<file path="src/rtl/enc_rem_check_if.sv">
// Handshake bundle between the BCH encoder and the remainder checker.
interface enc_rem_check_if #(
    parameter int unsigned CW_W  = 75,
    parameter int unsigned PAR_W = 12
);
    logic             in_valid;
    logic             in_ready;
    logic [CW_W-1:0]  in_cw;
    logic             out_valid;
    logic             out_ready;
    logic [PAR_W-1:0] out_rem;
    logic             out_err;

    // Producer/consumer side (encoder feeding words, sink taking results)
    modport master (
        output in_valid, in_cw, out_ready,
        input  in_ready, out_valid, out_rem, out_err
    );

    // Checker side
    modport slave (
        input  in_valid, in_cw, out_ready,
        output in_ready, out_valid, out_rem, out_err
    );
endinterface

</file>
<file path="src/rtl/enc_rem_check.sv">
// Divides a captured codeword by g(x), BITS_PER_CYC bits per cycle, MSB first,
// and reports the remainder plus a nonzero flag through a valid/ready handshake.
module enc_rem_check #(
    parameter int unsigned     CW_W         = 75,
    parameter int unsigned     PAR_W        = 12,
    parameter logic [PAR_W:0]  GEN_POLY     = 13'h1539,
    parameter int unsigned     BITS_PER_CYC = 5
) (
    input logic           clk,
    input logic           rst_n,
    enc_rem_check_if.slave bus
);
    localparam int unsigned Beats = CW_W / BITS_PER_CYC;
    localparam int unsigned CntW  = $clog2(Beats + 1);
    localparam logic [CntW-1:0] LastBeat = CntW'(Beats - 1);

    typedef enum logic [1:0] {StIdle, StShift, StDone} state_e;

    state_e           state_q, state_d;
    logic [CW_W-1:0]  sh_q, sh_d;
    logic [PAR_W-1:0] rem_q, rem_d;
    logic [CntW-1:0]  cnt_q, cnt_d;
    logic             out_valid_q, out_valid_d;
    logic [PAR_W-1:0] out_rem_q, out_rem_d;
    logic             out_err_q, out_err_d;
    logic [PAR_W-1:0] rem_step;

    // Chain BITS_PER_CYC division steps; the top bit of rem decides the g(x) subtraction.
    always_comb begin
        rem_step = rem_q;
        for (int k = 0; k < int'(BITS_PER_CYC); k++) begin
            rem_step = {rem_step[PAR_W-2:0], sh_q[CW_W-1-k]}
                     ^ ({PAR_W{rem_step[PAR_W-1]}} & GEN_POLY[PAR_W-1:0]);
        end
    end

    // Next-state and datapath updates.
    always_comb begin
        state_d     = state_q;
        sh_d        = sh_q;
        rem_d       = rem_q;
        cnt_d       = cnt_q;
        out_valid_d = out_valid_q;
        out_rem_d   = out_rem_q;
        out_err_d   = out_err_q;
        unique case (state_q)
            StIdle: begin
                if (bus.in_valid) begin
                    sh_d    = bus.in_cw;
                    rem_d   = '0;
                    cnt_d   = '0;
                    state_d = StShift;
                end
            end
            StShift: begin
                sh_d  = sh_q << BITS_PER_CYC;
                rem_d = rem_step;
                if (cnt_q == LastBeat) begin
                    // Counter parks on the last beat rather than wrapping.
                    out_rem_d   = rem_step;
                    out_err_d   = |rem_step;
                    out_valid_d = 1'b1;
                    state_d     = StDone;
                end else begin
                    cnt_d = cnt_q + 1'b1;
                end
            end
            StDone: begin
                if (bus.out_ready) begin
                    out_valid_d = 1'b0;
                    state_d     = StIdle;
                end
            end
            default: state_d = StIdle;
        endcase
    end

    // State registers with asynchronous active-low reset.
    always_ff @(posedge clk or negedge rst_n) begin
        if (!rst_n) begin
            state_q     <= StIdle;
            sh_q        <= '0;
            rem_q       <= '0;
            cnt_q       <= '0;
            out_valid_q <= 1'b0;
            out_rem_q   <= '0;
            out_err_q   <= 1'b0;
        end else begin
            state_q     <= state_d;
            sh_q        <= sh_d;
            rem_q       <= rem_d;
            cnt_q       <= cnt_d;
            out_valid_q <= out_valid_d;
            out_rem_q   <= out_rem_d;
            out_err_q   <= out_err_d;
        end
    end

    // in_ready is decoded from state only, so it stays high through reset.
    assign bus.in_ready  = (state_q == StIdle);
    assign bus.out_valid = out_valid_q;
    assign bus.out_rem   = out_rem_q;
    assign bus.out_err   = out_err_q;
endmodule

</file>
<file path="src/flat_wrapper.sv">
// flat-port wrapper written by rule: the top's interface ports become plain ports
module enc_rem_check_flat 
#(
    parameter int unsigned     CW_W         = 75,
    parameter int unsigned     PAR_W        = 12,
    parameter logic [PAR_W:0]  GEN_POLY     = 13'h1539,
    parameter int unsigned     BITS_PER_CYC = 5
)
  (clk, rst_n, bus_in_valid, bus_in_cw, bus_out_ready, bus_in_ready, bus_out_valid, bus_out_rem, bus_out_err);
  enc_rem_check_if #(.CW_W(CW_W), .PAR_W(PAR_W)) bus_i ();
  input logic clk;
  input logic rst_n;
  input wire logic [$bits(bus_i.in_valid)-1:0] bus_in_valid;
  input wire logic [$bits(bus_i.in_cw)-1:0] bus_in_cw;
  input wire logic [$bits(bus_i.out_ready)-1:0] bus_out_ready;
  output wire logic [$bits(bus_i.in_ready)-1:0] bus_in_ready;
  output wire logic [$bits(bus_i.out_valid)-1:0] bus_out_valid;
  output wire logic [$bits(bus_i.out_rem)-1:0] bus_out_rem;
  output wire logic [$bits(bus_i.out_err)-1:0] bus_out_err;
  assign bus_i.in_valid = bus_in_valid;
  assign bus_i.in_cw = bus_in_cw;
  assign bus_i.out_ready = bus_out_ready;
  assign bus_in_ready = bus_i.in_ready;
  assign bus_out_valid = bus_i.out_valid;
  assign bus_out_rem = bus_i.out_rem;
  assign bus_out_err = bus_i.out_err;
  enc_rem_check #(.CW_W(CW_W), .PAR_W(PAR_W), .GEN_POLY(GEN_POLY), .BITS_PER_CYC(BITS_PER_CYC)) u_core (.clk(clk), .rst_n(rst_n), .bus(bus_i));
endmodule
</file>
<file path="config.mk">
export PLATFORM = sky130hd
export DESIGN_NAME = enc_rem_check_flat
export DESIGN_NICKNAME = d
export VERILOG_FILES = /design/src/rtl/enc_rem_check_if.sv /design/src/rtl/enc_rem_check.sv /design/src/flat_wrapper.sv
export SDC_FILE = /design/constraint.sdc
export NUM_CORES = 1
export LEC_CHECK = 0
export CAP_MARGIN = 40
export CORE_ASPECT_RATIO = 1.75
export CORE_MARGIN = 2
export CORE_UTILIZATION = 55
export DETAILED_ROUTE_END_ITERATION = 16
export MAX_ROUTING_LAYER = met4
export PLACE_DENSITY = 0.82
export SLEW_MARGIN = 0
export SYNTH_ARGS = -nofsm -noshare
export SYNTH_HDL_FRONTEND = slang
export SYNTH_SLANG_ARGS = --single-unit
</file>
<file path="constraint.sdc">
create_clock -name clk -period 4.5 [get_ports clk]
set_input_delay 0.675 -clock clk [delete_from_list [all_inputs] [get_ports clk]]
set_output_delay 0.675 -clock clk [all_outputs]
set_load 0.01 [all_outputs]
</file>
==> out/notes.md, run 1 <==
The flow ran to the end, and the final reports show no timing, DRC or antenna violations. Looking at the VDD voltage map, the peak drop is 0.3796 mV. In this run the worst setup path begins at bus_in_valid. The post-synthesis share of cell area spent on full adders, half adders and majority gates is 0.005006, and the net count of the mapped netlist is 552. Leaving out filler cells and counting taps, the final layout contains 670. Met1 usage in global routing: 0.2721. With the post-route worst setup slack at 2.192 ns, the buffer depth of the longest clock path is 2. The run gives 1.000 for the post-synthesis async set-or-reset flop share.

The sink count of the clock tree is 107, and the worst-case hold slack is 0.2786 ns. Most used routing layer: met2. The tools report the total of warnings raised by yosys as 0. The library cell used most frequently in the layout, excluding fill and tap cells, is sky130_fd_sc_hd__dfrtp_1. The power per cell area was 735.3 mW/mm². The number of cells traversed by the worst register-to-register path works out to 3. The slew at the pin closest to its max-slew limit was 0.8362 ns; the half-perimeter wire length after placement was 7.588 mm. The critical path goes through clkdlybuf4s50_1 -> o21bai_4 -> buf_4 -> o21ai_0. The pre-placement core utilization was 0.5567; the number of rows in the core area was 46. The maximum net fanout on the critical path came out at 58. The slack of the worst reg-to-reg path is 2.28 ns. Setup repair after global routing left no endpoint under its margin.

Looking at the clock tree report, the root buffer type is sky130_fd_sc_hd__clkbuf_16. The tools report the instance tally after logic synthesis as 471. The run gives 0 for the number of diodes added for antenna fixing. The portion of the layout cell area used by clock cells was 0.04709; the leakage power was 2.960 nW. For the share of the core filled with cells in the final layout, the log shows 0.6984. The number of maximum-capacitance violations recorded for the run is 0.
[run 1: cells in the mapped netlist (3+ instances only)]
cell / number / area (µm²)
sky130_fd_sc_hd__o21ai_0: 87 / 435.4
sky130_fd_sc_hd__buf_6: 3 / 33.78
sky130_fd_sc_hd__xor2_1: 10 / 87.58
sky130_fd_sc_hd__mux2i_1: 70 / 700.7
sky130_fd_sc_hd__a22o_1: 9 / 78.83
sky130_fd_sc_hd__clkbuf_1: 14 / 52.55
sky130_fd_sc_hd__xnor2_1: 11 / 96.34
sky130_fd_sc_hd__buf_2: 11 / 55.05
sky130_fd_sc_hd__nand3_1: 8 / 40.04
sky130_fd_sc_hd__nor2_1: 5 / 18.77
sky130_fd_sc_hd__nand2_1: 103 / 386.6
sky130_fd_sc_hd__dfrtp_1: 107 / 2678
sky130_fd_sc_hd__buf_4: 5 / 37.54
[run 1: critical path, delay by kind of cell]
| kind | cells | cell delay, ns |
|---|---|---|
| buf+inv | 2 | 1.03 |
| compound gates | 2 | 0.77 |
[run 1: where the power goes]
| part | total (mW) | internal (mW) | switching (mW) | leakage (nW) |
|---|---|---|---|---|
| Sequential | 1.76 | 1.43 | 0.332 | 1.33 |
| Clock | 0.780 | 0.458 | 0.322 | 0.146 |
| Combinational | 2.07 | 1.03 | 1.04 | 1.48 |
[run 1: sequential cells by signal (all words and copies together) (netlist names)]
| signal | cells |
|---|---|
| u_core.state_q | 2 |
| u_core.sh_q | 75 |
| u_core.bus.out_valid | 1 |
| u_core.bus.out_rem | 12 |
| u_core.bus.out_err | 1 |
| u_core.rem_q | 12 |
| u_core.cnt_q | 4 |
[run 1: per-layer routing]
metal	part of all wire	up-vias	wire length, µm
met1	0.40	1685	4250
met3	0.031	15	338
li1	-	1752	-
met4	0.020	0	213
met2	0.55	88	5955
met5	0	-	0
Run 1, met1 routing:
Scale: 4 px per µm. Supply wires on this layer in gray. Cells faint in the background.
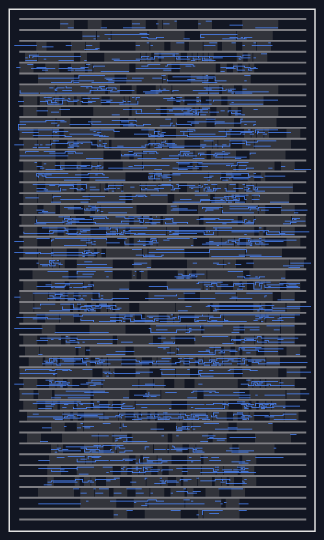
longest straight run	35.0 µm
share of all routed wire	40%
wire length on this layer	4250 µm
nets with wire on the layer	560

Run 1, the metal 2 layer:
Scale: 4 px per µm.
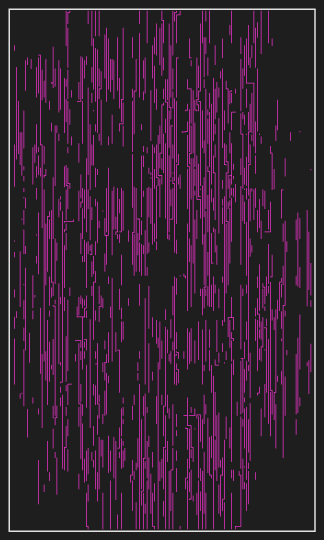
wire length on this layer	5960 µm
share of all routed wire	55%
nets with wire on the layer	527
Routed WL: 10.76 mm
routed via count: 3540
global-route track usage on met2: 0.4254

Run 1, M3 wires:
Scale: 6 px per µm. Cells faint in the background.
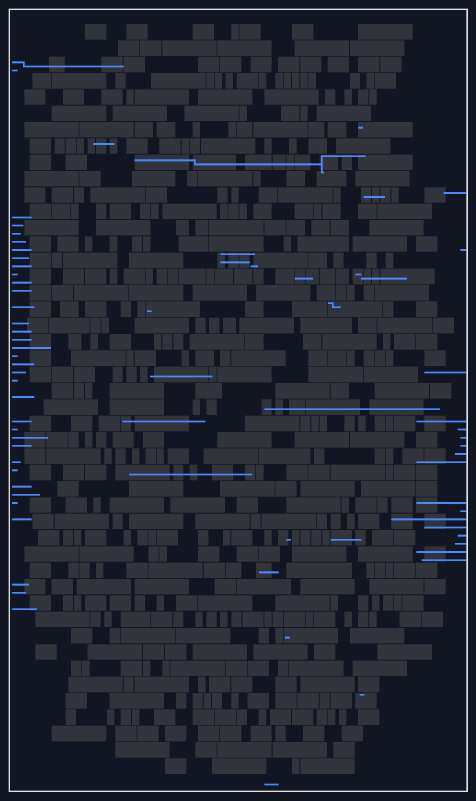
longest straight run	29.0 µm
main direction	horizontal
met3 capacity usage during global routing: 0.04841

Run 1, routing congestion map:
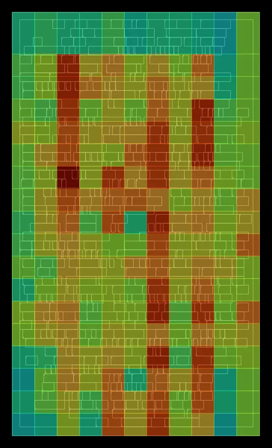

## Run 2: what changed since run 1
Settings changed: CORE_UTILIZATION 55 to 47, PLACE_DENSITY 0.82 to 0.74.
Clock period 4.5 ns to 2 ns, I/O delays scaled along.
Run 2, routing congestion map:
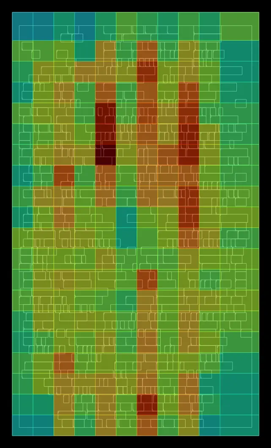
GRT Total Usage: 0.1986
WL/cell: 15.13 µm

==> run 2 against run 1 <==
Compared with the run above:
- area after synthesis is the same
- synthesized cell count unchanged
- first-iteration DRC count increased by 6.3%
- cell area grew 3.2%
- register-to-register slack lost 2.1 ns
- clock power grew to 2.6 times the previous value
- hold slack gained 0.19 ns
- via count up 1.1%
- critical path depth down 2
- critical path type is now flip-flop to primary output
==> out/notes.md, run 2 <==
The flow ran to the end, and the final reports show no timing, DRC or antenna violations. The net switching component of the power was 3.828 mW; the internal power was 7.011 mW. For this run the top cell type by instance count after synthesis was sky130_fd_sc_hd__dfrtp_1. The combinational power share is 0.453, and the net switching fraction of the power is 0.3532. Total of warnings raised by yosys: 0.

Half-perimeter wire length after placement: 7.670 mm. The cell type contributing the most total cell area after synthesis is sky130_fd_sc_hd__dfrtp_1. The tools report the pre-placement core utilization as 0.4853.

Ranked by instance count, the synthesized netlist is headed by 107 x sky130_fd_sc_hd__dfrtp_1, 103 x sky130_fd_sc_hd__nand2_1, 87 x sky130_fd_sc_hd__o21ai_0. The portion of synthesized cell area occupied by the leading cell type was 0.5357. Setup repair after global routing left no endpoint under its margin. The run gives 107 for the sink count of the clock tree. Max-cap violations in this run came to 0. The clock network fraction of design power was 0.184; the instance tally after logic synthesis was 471. The register with the most flip-flops in the layout has 75 of them. Slack of the worst reg-to-reg path: 0.23 ns.

The maximum net fanout on the critical path was 5.
Run 2, met1 routing:
Scale: 4 px per µm. Supply wires on this layer in gray. Cells faint in the background.
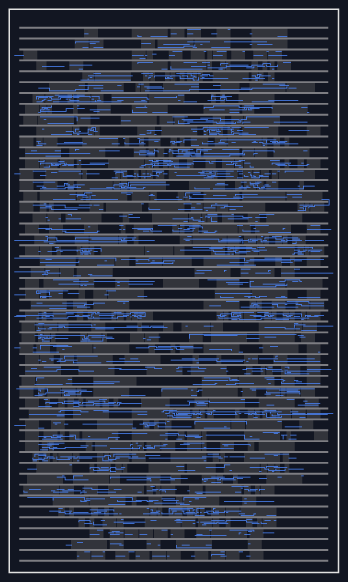
routed via count: 3578
Routed WL: 10.41 mm

run 2: netlist changes by cell type in the layout (fill, tap and decap cells not counted), sizes merged:
cell	change
buf	+10
clkbuf	-2
dlygate4sd3	+1
bufinv	+2
run 2: power groups by stage:
stage	Combinational (mW)	Clock [mW]	Sequential, mW
after floorplan	3.66	0	3.74
after global placement	4.80	0	3.92
after detailed placement	4.98	0	3.97
after CTS	5.01	2.05	3.94
after global routing	5.47	2.13	4.07
final	4.91	2.00	3.93
run 2: logic make-up (layout without fill, tap and decap cells):
family,Yosys count,in the layout,synth area share
simple gates,127,127,0.1046
flops,107,107,0.5357
compound gates,102,102,0.1121
mux,70,70,0.1402
buf+inv,36,126,0.03805
xor+xnor,27,27,0.06433
fa+ha+maj,2,2,0.005005
run 2: path summary, 6_finish.rpt:
check | startpoint | end | cells after the start
max | u_core.state_q[1] | bus_in_ready | 2
min | rst_n | u_core.sh_q[5] | 2
max reg2reg | u_core.rem_q[10] | u_core.bus.out_err | 4
min reg2reg | u_core.bus.out_rem[0] | u_core.bus.out_rem[0] | 2
max in group asynchronous | rst_n | u_core.sh_q[43] | 3
min in group clk | u_core.bus.out_rem[0] | u_core.bus.out_rem[0] | 2
run 2: layer usage:
layer / track usage / vias to the layer above / share of wire
met5: - / - / 0
met3: 0.03737 / 24 / 0.040
li1: - / 1770 / -
met4: 0.08070 / 0 / 0.025
met2: 0.3346 / 93 / 0.54
met1: 0.2275 / 1691 / 0.40
run 2: what timing repair did:
| action | in CTS | in global routing |
|---|---|---|
| endpoints found under the hold margin | 36 | 0 |
| hold buffers | 1 | 0 |
| endpoints found under the setup margin | 0 | 0 |
No activity file was given, so power comes from the tool's default toggle rates.
